`src/rtl/alu_operand_stage.sv`:
```
// ---------------------------------------------------------------------------
// alu_operand_stage
//
// Operand-issue stage in front of the 8-bit ALU. It accepts decoded
// instructions over a valid/ready handshake and reads a 4-entry register
// file. It drives opcode and operands into the ALU, then writes the ALU
// result back one cycle later. A dependency on the op sitting in the issue
// register costs one bubble. A dependency on the op in the result tracker is
// bypassed straight from z_i. The ALU zero/overflow flags are held in a flag
// register.
//
// Instruction format: [7:4] op, [3:2] rd (also source A), [1:0] rs (source B)
//   op 0..D : ALU op, opcode passed through, writes R[rd]
//   op E    : CMP, issues CMP_OP, updates flags only
//   op F    : NOP, accepted but never issued
//
// Ports
//   clk, rst_n            clock, synchronous active-low reset
//   instr_valid_i/instr_i instruction offer
//   instr_ready_o         stage can accept this cycle
//   opcode_o, a_o, b_o    to ALU opcode / a_i / b_i
//   alu_valid_o           issue register holds a live op
//   z_i, zero_i, ovrflw_i ALU result and flags, valid the cycle after issue
//   flags_o               {ovrflw, zero} of the last completed non-NOP op
//   wb_en_o, wb_addr_o,
//   wb_data_o             register write happening this cycle
// ---------------------------------------------------------------------------
module alu_operand_stage #(
    parameter int          DATA_W = 8,
    parameter logic [3:0]  CMP_OP = 4'h1
) (
    input  logic              clk,
    input  logic              rst_n,
    input  logic              instr_valid_i,
    input  logic [7:0]        instr_i,
    output logic              instr_ready_o,
    output logic [3:0]        opcode_o,
    output logic [DATA_W-1:0] a_o,
    output logic [DATA_W-1:0] b_o,
    output logic              alu_valid_o,
    input  logic [DATA_W-1:0] z_i,
    input  logic              zero_i,
    input  logic              ovrflw_i,
    output logic [1:0]        flags_o,
    output logic              wb_en_o,
    output logic [1:0]        wb_addr_o,
    output logic [DATA_W-1:0] wb_data_o
);

    localparam logic [3:0] OP_CMP = 4'hE;
    localparam logic [3:0] OP_NOP = 4'hF;

    // Incoming instruction fields
    logic [3:0] in_op;
    logic [1:0] in_rd;
    logic [1:0] in_rs;

    assign in_op = instr_i[7:4];
    assign in_rd = instr_i[3:2];
    assign in_rs = instr_i[1:0];

    // Architectural state
    logic [DATA_W-1:0] rf [4];
    logic [1:0]        flags_q;

    // Issue register (I)
    logic              i_valid;
    logic              i_wr;
    logic [1:0]        i_rd;
    logic [3:0]        opcode_q;
    logic [DATA_W-1:0] a_q;
    logic [DATA_W-1:0] b_q;

    // Result tracker (R)
    logic              r_valid;
    logic              r_wr;
    logic [1:0]        r_rd;

    logic              hazard;
    logic              accept;
    logic              issue;
    logic [DATA_W-1:0] opa;
    logic [DATA_W-1:0] opb;

    // Operand read with bypass, and hazard detection against the issue register.
    // The op in R is writing back on this very edge, so its result comes
    // from z_i rather than the stale register file. The op in I has no
    // result yet, which forces a one-cycle stall.
    always_comb begin
        // NOTE: every signal gets a default before any condition; a path that leaves one unassigned would infer a latch.
        hazard = 1'b0;
        opa    = rf[in_rd];
        opb    = rf[in_rs];
        if (i_valid && i_wr && (in_op != OP_NOP) && ((i_rd == in_rd) || (i_rd == in_rs)))
            hazard = 1'b1;
        if (r_valid && r_wr && (r_rd == in_rd))
            opa = z_i;
        if (r_valid && r_wr && (r_rd == in_rs))
            opb = z_i;
    end

    assign instr_ready_o = !hazard && rst_n;
    assign accept        = instr_valid_i && instr_ready_o;
    assign issue         = accept && (in_op != OP_NOP);

    // Pipeline registers: I empties unless a non-NOP op is accepted; R always
    // takes I's previous contents.
    always_ff @(posedge clk) begin
        // NOTE: sequential state uses non-blocking assignments so every register samples pre-edge values.
        if (!rst_n) begin
            i_valid  <= 1'b0;
            i_wr     <= 1'b0;
            i_rd     <= '0;
            opcode_q <= '0;
            a_q      <= '0;
            b_q      <= '0;
            r_valid  <= 1'b0;
            r_wr     <= 1'b0;
            r_rd     <= '0;
        end else begin
            i_valid <= issue;
            if (issue) begin
                i_wr     <= (in_op != OP_CMP);
                i_rd     <= in_rd;
                opcode_q <= (in_op == OP_CMP) ? CMP_OP : in_op;
                a_q      <= opa;
                b_q      <= opb;
            end
            r_valid <= i_valid;
            r_wr    <= i_wr;
            r_rd    <= i_rd;
        end
    end

    // Writeback and flag update on the edge that closes R's cycle.
    always_ff @(posedge clk) begin
        if (!rst_n) begin
            // NOTE: the register file is reset explicitly because software relies on R0-R3 reading zero after reset.
            for (int k = 0; k < 4; k++)
                rf[k] <= '0;
            flags_q <= '0;
        end else if (r_valid) begin
            flags_q <= {ovrflw_i, zero_i};
            if (r_wr)
                rf[r_rd] <= z_i;
        end
    end

    assign opcode_o    = opcode_q;
    assign a_o         = a_q;
    assign b_o         = b_q;
    assign alu_valid_o = i_valid;
    assign flags_o     = flags_q;
    assign wb_en_o     = r_valid && r_wr;
    assign wb_addr_o   = r_rd;
    assign wb_data_o   = wb_en_o ? z_i : '0;

endmodule

```
`config.mk`:
```
export PLATFORM = sky130hd
export DESIGN_NAME = alu_operand_stage
export DESIGN_NICKNAME = d
export VERILOG_FILES = /design/src/rtl/alu_operand_stage.sv
export SDC_FILE = /design/constraint.sdc
export NUM_CORES = 1
export LEC_CHECK = 0
export ABC_AREA = 1
export CORE_UTILIZATION = 57
export DETAILED_ROUTE_END_ITERATION = 16
export PLACE_DENSITY = 0.91
export SYNTH_ARGS = -nofsm -noshare
export SYNTH_HDL_FRONTEND = slang
export SYNTH_SLANG_ARGS = --single-unit
```
`constraint.sdc`:
```
create_clock -name clk -period 3.3 [get_ports clk]
set_clock_uncertainty 0.2 [all_clocks]
set_input_delay 0.99 -clock clk [delete_from_list [all_inputs] [get_ports clk]]
set_output_delay 0.99 -clock clk [all_outputs]
set_load 0.005 [all_outputs]
```
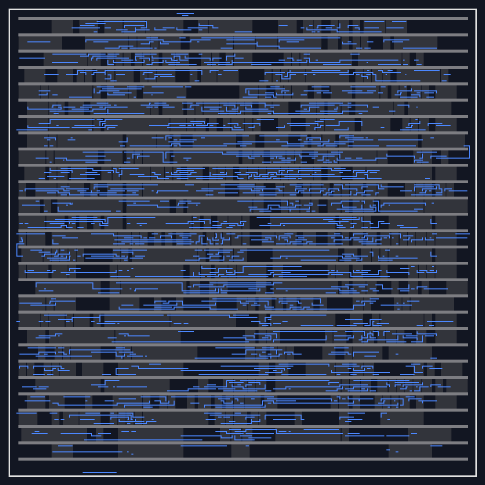
(images/layer_met1.png)
Drawn at 6 px/um. Supply wires on this layer in grey. Cells faint in the background.
nets with wire on the layer: 477
main direction: horizontal

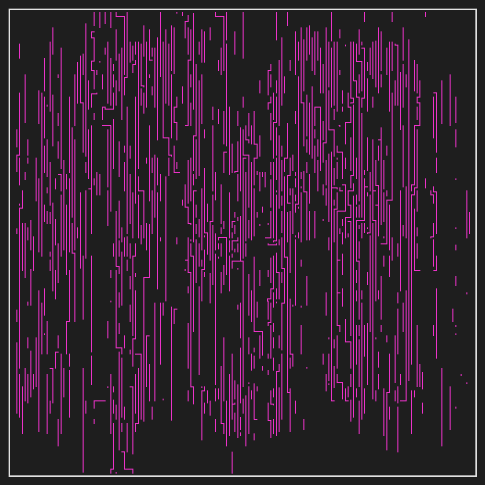
(images/layer_met2.png)
Drawn at 6 px/um.
share of all routed wire: 49%
longest straight run: 56.8 um
nets with wire on the layer: 410
via count: 3,163
met2 Track Usage GR: 0.515

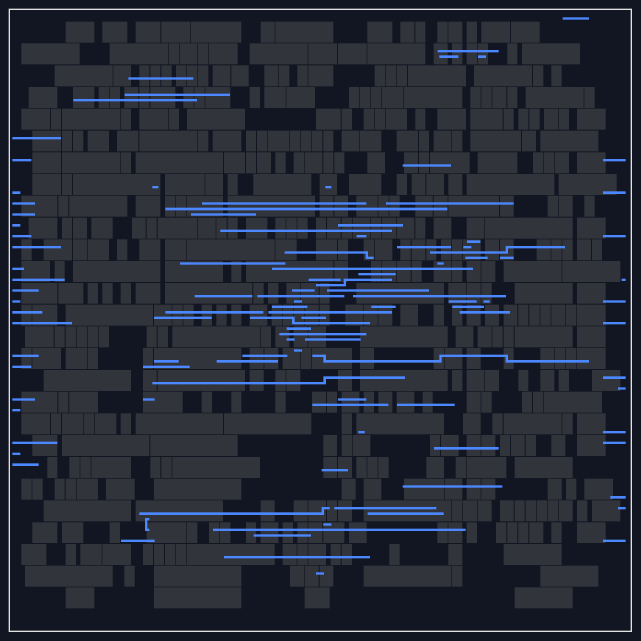
(images/layer_met3.png)
Drawn at 8 px/um. Cells faint in the background.
nets with wire on the layer: 87
wire length on this layer: 735 um
share of all routed wire: 8.5%

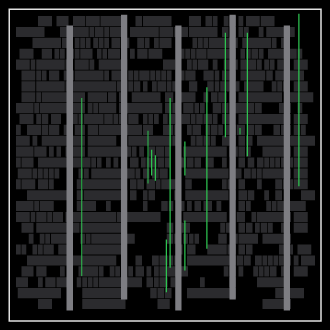
(images/layer_met4.png)
Drawn at 4 px/um. Supply wires on this layer in grey. Cells faint in the background.
main direction: vertical
wire length on this layer: 286 um
nets with wire on the layer: 11
longest straight run: 44.2 um

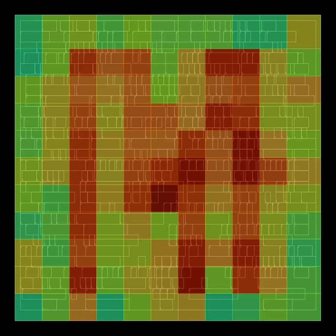
(images/congestion.png)
GRT Util Overall: 0.307
met3 GRT Util: 0.0635
met1 GRT Util: 0.370
Util after Layout: 0.749

==> metrics.csv <==
stage;metric;value;unit
global_routing;grt_pass1_wl;14100;um
yosys;ys_area;3260;um2
final_layout;area_delta_synth_final;26.6;%
global_routing;grt_overflow_total;0;
clock_tree;cts_tree;yes;
floorplanning;die_w;77.6;um
yosys;synth_nets;446;
clock_tree;numCtsBuffers;9;
global_routing;grt_max_degree;21;
floorplanning;io_pins;56;
final_layout;instances_no_fill;574;
clock_tree;path_clk_slew;0.07;ns
clock_tree;clockBufferDepth;2;
yosys;ys_seq_frac;0.480;
drt;drc;0;
clock_tree;cts_setup_buffers;0;
placement;portBuffers;55;
worst_setup_path;worstPathMaxFanout;3;
power_and_ir_drop;power.density;422;nW/um2
floorplanning;fp.dieH;77.6;um
final_timing;post-route-min-period;3.21;ns
final_timing;drv_slew;0;
worst_setup_path;path_class;in -> out;
drt;avgRoutedWirePerCell;15.1;um
final_timing;finalCritPeriodShare;0.971;
final_timing;rsz0062_at_grt;false;
final_timing;worst_pin_slew;0.366;ns
yosys;enable_flop_cells;32;
final_timing;setup_total_negative_slack;0;ns
clock_tree;insertion_delay;0.35;ns
global_routing;grt_pass1_vias;2957;
worst_setup_path;required;2.11;ns
clock_tree;cts.sinks;62;
clock_tree;htree_levels;3;
drt;wl;8660;um
power_and_ir_drop;total_power;1.74;mW
clock_tree;cts-root-buf;clkbuf_8;
yosys;synthDistinctLibCells;28;
yosys;ys.flops;62;
hold_path;whs_path_depth;2;
yosys;yosys_cells;425;
drt;dr.pass1.iters;5;
final_timing;final.setup.worst_slack;0.0949;ns
drt;first_iter_violations;241;
worst_setup_path;r2r_slack;1.21;ns
floorplanning;rows;27;
final_timing;hold_violations;0;
floorplanning;initial_core_util;0.591;
yosys;ys_async_sr_fraction;0;
yosys;synth_warnings;0;
yosys;avgSynthCellArea;7.66;um2
worst_setup_path;cp.arrival;2.02;ns
placement;gp_congestion;0.871;
global_routing;antenna_found_initial;0;
final_layout;nNetsFinal;518;
floorplanning;core_area;5510;um2
run;max_cap_violations;0;
final_timing;finalSetupViolCount;0;
yosys;synth_cells;425;
final_layout;finalInstanceArea;4120;um2
hold_path;hold_class;reg -> reg;
yosys;syn-cell-area;3260;um2
run;warning_count;26;
placement;pre_cts_slack;-0.414;ns
placement;hpwl;6530;um
drt;via_per_inst;5.51;
outcome;outcome;complete, no violations;
==> repair_timing <==
item,in CTS,in global routing
pin swaps,1,0
setup endpoints to repair,6,3
resized,17,3
==> per-stage QoR <==
stage | utilization | hold slack, ns
global placement | 0.718 | 0.246
floorplan | - | 0.228
detailed placement | 0.718 | 0.258
CTS | 0.747 | 0.267
finish | 0.749 | 0.265
global route | 0.749 | 0.302
==> flip-flops by register name, summed over array words and instances (netlist names) <==
| name | count |
|---|---|
| alu_valid_o | 1 |
| flags_o | 2 |
| b_o | 8 |
| i_rd | 2 |
| wb_addr_o | 2 |
| i_wr | 1 |
| opcode_o | 4 |
| a_o | 8 |
| r_wr | 1 |
| rf | 32 |
| r_valid | 1 |
==> worst max-delay path: stages <==
cell           delay (ns)
dlygate4sd2_1        0.31
inv_4                0.08
nand2_2              0.04
nand2_1              0.05
nand2_1              0.05
nand2_1              0.09
nand2_2              0.06
nand2_1              0.05
inv_1                0.03
dlygate4sd2_1        0.25
==> cells by family after synthesis <==
kind of cell    Yosys count  share of synthesized area
simple gates            206                      0.281
flops                    62                      0.480
xor+xnor                  1                    0.00269
compound gates           73                      0.122
buf+inv                  83                      0.115
==> final timing paths <==
kind	from	end
setup reg to reg	r_valid	a_o[0]
hold reg to reg	opcode_o[2]	opcode_o[2]
setup / recovery	instr_i[0]	instr_ready_o
hold / removal	opcode_o[2]	opcode_o[2]
==> power breakdown <==
group / internal, mW / switching (mW) / leakage [nW] / total [mW]
clock network: 0.290 / 0.305 / 0.0970 / 0.595
registers: 0.850 / 0.0254 / 0.577 / 0.875
logic: 0.120 / 0.151 / 1.26 / 0.271
==> cells in the mapped netlist, types with 2 or more instances <==
master | instances | area, um2
clkbuf_2 | 2 | 10.0
buf_6 | 4 | 45.0
dfxtp_1 | 30 | 601
inv_2 | 3 | 11.3
inv_1 | 60 | 225
nand2_1 | 68 | 255
nand3_1 | 30 | 150
nand4_1 | 10 | 62.6
a21oi_1 | 18 | 90.1
nand3_4 | 3 | 52.6
o22ai_1 | 16 | 100
nand2_2 | 8 | 50.1
nor2_1 | 84 | 315
o21ai_0 | 36 | 180
buf_2 | 5 | 25.0
edfxtp_1 | 32 | 961
inv_4 | 3 | 18.8
clkbuf_1 | 3 | 11.3
==> placed cells by master (no fill, tap or decap), drive strengths merged <==
cell type,count
a21boi,2
dlygate4sd2,14
nand4,11
edfxtp,32
clkdlybuf4s50,38
clkinv,3
dlymetal6s2s,3
o22ai,16
nand2,76
buf,23
clkbuf,10
a21oi,18
inv,69
dfxtp,30
nor2,86
xnor2,1
nand3,33
o21bai,1
o21ai,36
==> cell type report <==
type / instances / area, um2
Sequential cell: 62 / 1560
Fill cell: 401 / 1380
Multi-Input combinational cell: 280 / 1330
Timing Repair Buffer: 78 / 713
Inverter: 66 / 255
Clock buffer: 10 / 138
Tap cell: 72 / 90.1
Clock inverter: 6 / 33.8
==> per-layer routing <==
layer,routed length (um),global-route usage
met5,0,0
met4,285,0.164
met3,734,0.0635
met2,4230,0.515
met1,3410,0.370
Power and IR drop assume default switching activity.
